==> src/rtl/rnn_cell_engine_if.sv <==
// Memory-mapped bus between the HPS slave port and the RNN step engine.
interface rnn_cell_engine_if;
  logic        read;
  logic        write;
  logic [31:0] addr;
  logic [31:0] data_in;
  logic [31:0] data_out;
  logic        busy;
  logic        done;

  modport master (
    output read, write, addr, data_in,
    input  data_out, busy, done
  );

  modport slave (
    input  read, write, addr, data_in,
    output data_out, busy, done
  );
endinterface

==> src/rtl/rnn_cell_engine.sv <==
// Elman RNN step engine: h' = hardtanh(Wih*x + Whh*h + b), y = d.h' + db, on one shared MAC.
// The CPU loads operands over the bus, writes start, then polls done.
module rnn_cell_engine #(
  parameter int unsigned HID    = 4,
  parameter int unsigned IN_LEN = 4,
  parameter int unsigned DW     = 16,
  parameter int unsigned FRAC   = 8,
  parameter int unsigned ACC_W  = 40
) (
  input logic              clk,
  input logic              rst_n,
  rnn_cell_engine_if.slave bus
);

  localparam int unsigned NumWih = HID * IN_LEN;
  localparam int unsigned NumWhh = HID * HID;
  localparam int unsigned AwWih  = (NumWih > 1) ? $clog2(NumWih) : 1;
  localparam int unsigned AwWhh  = $clog2(NumWhh);
  localparam int unsigned AwH    = $clog2(HID);
  localparam int unsigned AwX    = (IN_LEN > 1) ? $clog2(IN_LEN) : 1;
  localparam int unsigned RowLen = IN_LEN + HID;

  typedef logic signed [DW-1:0]    word_t;
  typedef logic signed [ACC_W-1:0] acc_t;

  localparam acc_t One  = acc_t'(1) << FRAC;
  localparam acc_t YMax = (acc_t'(1) << (DW - 1)) - acc_t'(1);
  localparam acc_t YMin = -YMax - acc_t'(1);

  typedef enum logic [2:0] {StIdle, StMac, StAct, StDense, StOut} state_e;

  state_e state_q, state_d;

  // Stores are sized to a power of two so every index is exactly wide enough.
  word_t wih     [2**AwWih];
  word_t whh     [2**AwWhh];
  word_t bias    [2**AwH];
  word_t dw      [2**AwH];
  word_t xv      [2**AwX];
  word_t h_cur_q [2**AwH];
  word_t h_nxt_q [2**AwH];
  word_t db_q, y_q;

  acc_t              acc_q, acc_sum, acc_shr;
  logic [7:0]        cnt_q;
  logic [AwH-1:0]    row_q, row_inc;
  logic              done_q, busy;
  logic [31:0]       data_out_q, rd_data;
  word_t             op_a, op_b, h_val, y_val;
  logic signed [2*DW-1:0] prod;

  logic [3:0]  region;
  logic [31:0] idx, hk, wi, wh;
  logic        wr_ok, ctrl_wr, start, clear, mac_last, dense_last, row_last;
  logic        unused_bits;

  assign region      = bus.addr[15:12];
  assign idx         = {20'd0, bus.addr[11:0]};
  assign wr_ok       = bus.write && !busy;
  assign ctrl_wr     = wr_ok && (region == 4'd0) && (idx == 32'd0);
  assign start       = ctrl_wr && bus.data_in[0];
  assign clear       = ctrl_wr && bus.data_in[1];
  assign unused_bits = ^{bus.addr[31:16], bus.data_in};

  assign mac_last   = 32'(cnt_q) == RowLen - 1;
  assign dense_last = 32'(cnt_q) == HID - 1;
  assign row_last   = 32'(row_q) == HID - 1;
  assign row_inc    = row_q + 1'b1;

  assign hk = 32'(cnt_q) - IN_LEN;
  assign wi = 32'(row_q) * IN_LEN + 32'(cnt_q);
  assign wh = 32'(row_q) * HID + hk;

  // Operand stores: no reset, the CPU always loads before starting.
  always_ff @(posedge clk) begin
    if (wr_ok) begin
      case (region)
        4'd1: if (idx < NumWih) wih[idx[AwWih-1:0]] <= bus.data_in[DW-1:0];
        4'd2: if (idx < NumWhh) whh[idx[AwWhh-1:0]] <= bus.data_in[DW-1:0];
        4'd3: if (idx < HID) bias[idx[AwH-1:0]] <= bus.data_in[DW-1:0];
        4'd4: if (idx < HID) dw[idx[AwH-1:0]] <= bus.data_in[DW-1:0];
        4'd5: if (idx == 32'd0) db_q <= bus.data_in[DW-1:0];
        4'd6: if (idx < IN_LEN) xv[idx[AwX-1:0]] <= bus.data_in[DW-1:0];
        default: ;
      endcase
    end
  end

  always_ff @(posedge clk or negedge rst_n) begin
    if (!rst_n) state_q <= StIdle;
    else        state_q <= state_d;
  end

  always_comb begin
    state_d = state_q;
    unique case (state_q)
      StIdle:  if (start) state_d = StMac;
      StMac:   if (mac_last) state_d = StAct;
      StAct:   state_d = row_last ? StDense : StMac;
      StDense: if (dense_last) state_d = StOut;
      StOut:   state_d = StIdle;
      default: state_d = StIdle;
    endcase
  end

  always_comb begin
    busy = (state_q != StIdle);
    op_a = '0;
    op_b = '0;
    if (state_q == StMac) begin
      if (32'(cnt_q) < IN_LEN) begin
        op_a = wih[wi[AwWih-1:0]];
        op_b = xv[cnt_q[AwX-1:0]];
      end else begin
        op_a = whh[wh[AwWhh-1:0]];
        op_b = h_cur_q[hk[AwH-1:0]];
      end
    end else if (state_q == StDense) begin
      op_a = dw[cnt_q[AwH-1:0]];
      op_b = h_nxt_q[cnt_q[AwH-1:0]];
    end
  end

  assign prod    = op_a * op_b;
  assign acc_sum = acc_q + acc_t'(prod);
  assign acc_shr = acc_q >>> FRAC;

  always_comb begin
    if (acc_shr > One)       h_val = word_t'(One);
    else if (acc_shr < -One) h_val = word_t'(-One);
    else                     h_val = word_t'(acc_shr);
    if (acc_shr > YMax)      y_val = word_t'(YMax);
    else if (acc_shr < YMin) y_val = word_t'(YMin);
    else                     y_val = word_t'(acc_shr);
  end

  always_comb begin
    rd_data = '0;
    case (region)
      4'd0: begin
        if (idx == 32'd0)      rd_data = {30'd0, done_q, busy};
        else if (idx == 32'd1) rd_data = 32'(y_q);
      end
      4'd1: if (idx < NumWih) rd_data = 32'(wih[idx[AwWih-1:0]]);
      4'd2: if (idx < NumWhh) rd_data = 32'(whh[idx[AwWhh-1:0]]);
      4'd3: if (idx < HID) rd_data = 32'(bias[idx[AwH-1:0]]);
      4'd4: if (idx < HID) rd_data = 32'(dw[idx[AwH-1:0]]);
      4'd5: if (idx == 32'd0) rd_data = 32'(db_q);
      4'd6: if (idx < IN_LEN) rd_data = 32'(xv[idx[AwX-1:0]]);
      4'd7: if (idx < HID) rd_data = 32'(h_cur_q[idx[AwH-1:0]]);
      default: ;
    endcase
  end

  always_ff @(posedge clk or negedge rst_n) begin
    if (!rst_n) begin
      acc_q      <= '0;
      cnt_q      <= '0;
      row_q      <= '0;
      y_q        <= '0;
      done_q     <= 1'b0;
      data_out_q <= '0;
      for (int i = 0; i < 2**AwH; i++) begin
        h_cur_q[i] <= '0;
        h_nxt_q[i] <= '0;
      end
    end else begin
      if (bus.read) data_out_q <= rd_data;
      unique case (state_q)
        StIdle: begin
          if (wr_ok && region == 4'd7 && idx < HID) h_cur_q[idx[AwH-1:0]] <= bus.data_in[DW-1:0];
          if (clear) begin
            for (int i = 0; i < 2**AwH; i++) h_cur_q[i] <= '0;
          end
          if (start) begin
            done_q <= 1'b0;
            acc_q  <= acc_t'(bias[AwH'(0)]) <<< FRAC;
            cnt_q  <= '0;
            row_q  <= '0;
          end
        end
        StMac: begin
          acc_q <= acc_sum;
          cnt_q <= mac_last ? 8'd0 : cnt_q + 8'd1;
        end
        StAct: begin
          h_nxt_q[row_q] <= h_val;
          if (row_last) begin
            acc_q <= acc_t'(db_q) <<< FRAC;
          end else begin
            row_q <= row_inc;
            acc_q <= acc_t'(bias[row_inc]) <<< FRAC;
          end
        end
        StDense: begin
          acc_q <= acc_sum;
          cnt_q <= cnt_q + 8'd1;
        end
        StOut: begin
          // New hidden state only becomes visible here, so every row used the old h.
          y_q    <= y_val;
          done_q <= 1'b1;
          for (int i = 0; i < 2**AwH; i++) h_cur_q[i] <= h_nxt_q[i];
        end
        default: ;
      endcase
    end
  end

  assign bus.data_out = data_out_q;
  assign bus.busy     = busy;
  assign bus.done     = done_q;

endmodule
==> src/flat_wrapper.sv <==
// flat-port wrapper written by rule: the top's interface ports become plain ports
module rnn_cell_engine_flat 
#(
  parameter int unsigned HID    = 4,
  parameter int unsigned IN_LEN = 4,
  parameter int unsigned DW     = 16,
  parameter int unsigned FRAC   = 8,
  parameter int unsigned ACC_W  = 40
)
  (clk, rst_n, bus_read, bus_write, bus_addr, bus_data_in, bus_data_out, bus_busy, bus_done);
  rnn_cell_engine_if bus_i ();
  input logic clk;
  input logic rst_n;
  input wire logic [$bits(bus_i.read)-1:0] bus_read;
  input wire logic [$bits(bus_i.write)-1:0] bus_write;
  input wire logic [$bits(bus_i.addr)-1:0] bus_addr;
  input wire logic [$bits(bus_i.data_in)-1:0] bus_data_in;
  output wire logic [$bits(bus_i.data_out)-1:0] bus_data_out;
  output wire logic [$bits(bus_i.busy)-1:0] bus_busy;
  output wire logic [$bits(bus_i.done)-1:0] bus_done;
  assign bus_i.read = bus_read;
  assign bus_i.write = bus_write;
  assign bus_i.addr = bus_addr;
  assign bus_i.data_in = bus_data_in;
  assign bus_data_out = bus_i.data_out;
  assign bus_busy = bus_i.busy;
  assign bus_done = bus_i.done;
  rnn_cell_engine #(.HID(HID), .IN_LEN(IN_LEN), .DW(DW), .FRAC(FRAC), .ACC_W(ACC_W)) u_core (.clk(clk), .rst_n(rst_n), .bus(bus_i));
endmodule
==> config.mk <==
export PLATFORM = sky130hd
export DESIGN_NAME = rnn_cell_engine_flat
export DESIGN_NICKNAME = d
export VERILOG_FILES = /design/src/rtl/rnn_cell_engine_if.sv /design/src/rtl/rnn_cell_engine.sv /design/src/flat_wrapper.sv
export SDC_FILE = /design/constraint.sdc
export NUM_CORES = 2
export LEC_CHECK = 0
export ABC_AREA = 0
export CAP_MARGIN = 20
export CORE_AREA = 2 2 450 452
export CTS_BUF_LIST = sky130_fd_sc_hd__clkbuf_16
export CTS_CLUSTER_SIZE = 8
export DETAILED_ROUTE_END_ITERATION = 8
export DIE_AREA = 0 0 452 454
export GPL_TIMING_DRIVEN = 1
export SLEW_MARGIN = 30
export SYNTH_ARGS = -nofsm -noshare
export SYNTH_HDL_FRONTEND = slang
export SYNTH_SLANG_ARGS = --single-unit
==> constraint.sdc <==
create_clock -name clk -period 10.3 [get_ports clk]
set_input_delay 2.06 -clock clk [delete_from_list [all_inputs] [get_ports clk]]
set_output_delay 2.06 -clock clk [all_outputs]
set_load 0.01 [all_outputs]
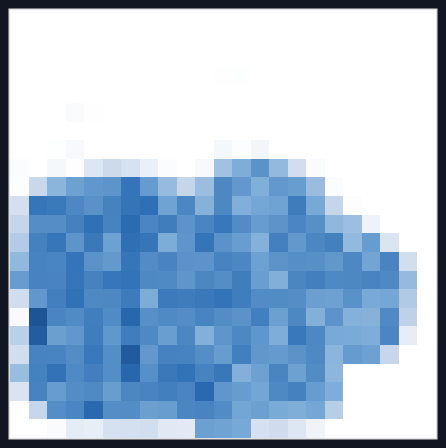
**Above:** cell area per tile.
23 x 23 tiles, from white (low) to dark blue (high), 0 to 100% covered.
fullest tile	86%
mean over tiles	30%
nearly empty tiles	45%
emptiest ninth of the die	north-east
core area: 200,900 sq um
Initial Utilization: 27.82%

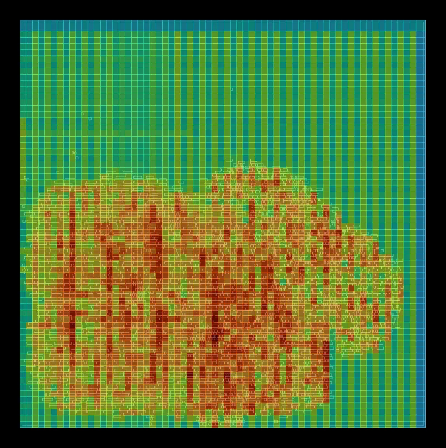
**Above:** routing congestion map.
WL/cell: 24.96 um
gr usage total: 16.35%

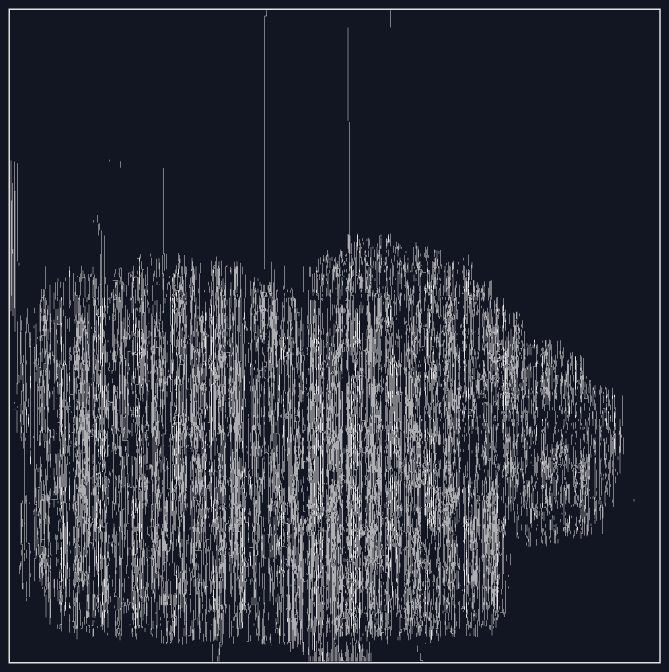
**Above:** met2 routing.
longest straight run	176 um
main direction	vertical
nets with wire on the layer	3,960
via count: 35,100
final WL: 168,200 um

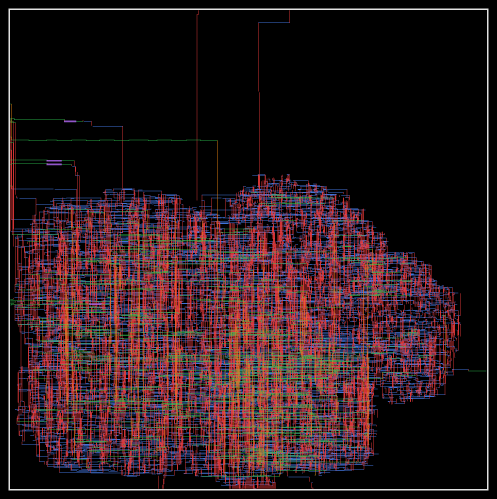
**Above:** signal wires by layer.
colour	layer	wire length
blue	M1	66.4 mm
orange	M4	6,010 um
purple	M5	46.0 um
red	M2	81.8 mm
green	M3	14,000 um

==> summary.txt <==
yosys + openroad results -> ys cells=3,882, Nets=4,545, Hold EP=u_core.acc_q[5]$_DFFE_PN0P_, Worst Tran Pin Value=1.012 ns, Worst path max stage delay=0.57 ns, met3 GRT Util=3.498%, highest metal used=met5, dominant cell type by area after synthesis=edfxtp_1, combinational share of cell area=41.23%, setup bufs post-CTS=0, ClkCell Share=5.976%, final worst path period need=9.455 ns, RSZ-0062 raised after global routing=no, dominant logic cell type in the layout=edfxtp_1, Die Ht=454 um, Mapped Avg Cell Area=14.39 sq um, GRT Residual Overflow=0, routed wl met3=13,960 um, ANT nets after route=0, Taps Inserted=2,672, max_cap viols=0, EDFF count, synth=720, Post-CTS Resized=0, routed length on met2=81,820 um, dpl hpwl=112,500 um, # diodes=0, clk root buf=clkbuf_16, GRT busiest layer=met2, Area-dominant class=registers, status=finished clean
-- metrics by stage --
step	util [%]	hold WS, ns	cells	cell area, sq um
global placement	30.00	0.4840	6555	60260
finish	31.98	0.4961	6741	64230
floorplan	-	0.4563	3882	55880
global route	31.98	0.5227	6741	64230
CTS	31.97	0.5033	6741	64220
detailed placement	30.06	0.4905	6558	60380
-- worst reg2reg max path, delay by kind of cell (launching register included) --
family | cells | cell delay (ns)
adders and majority gates | 8 | 3.60
muxes | 2 | 0.85
AOI/OAI and AO/OA | 8 | 2.48
buffers and inverters | 7 | 0.87
xor gates and xnor gates | 2 | 0.68
DFF | 1 | 0.41
and+or+nand+nor | 3 | 0.41
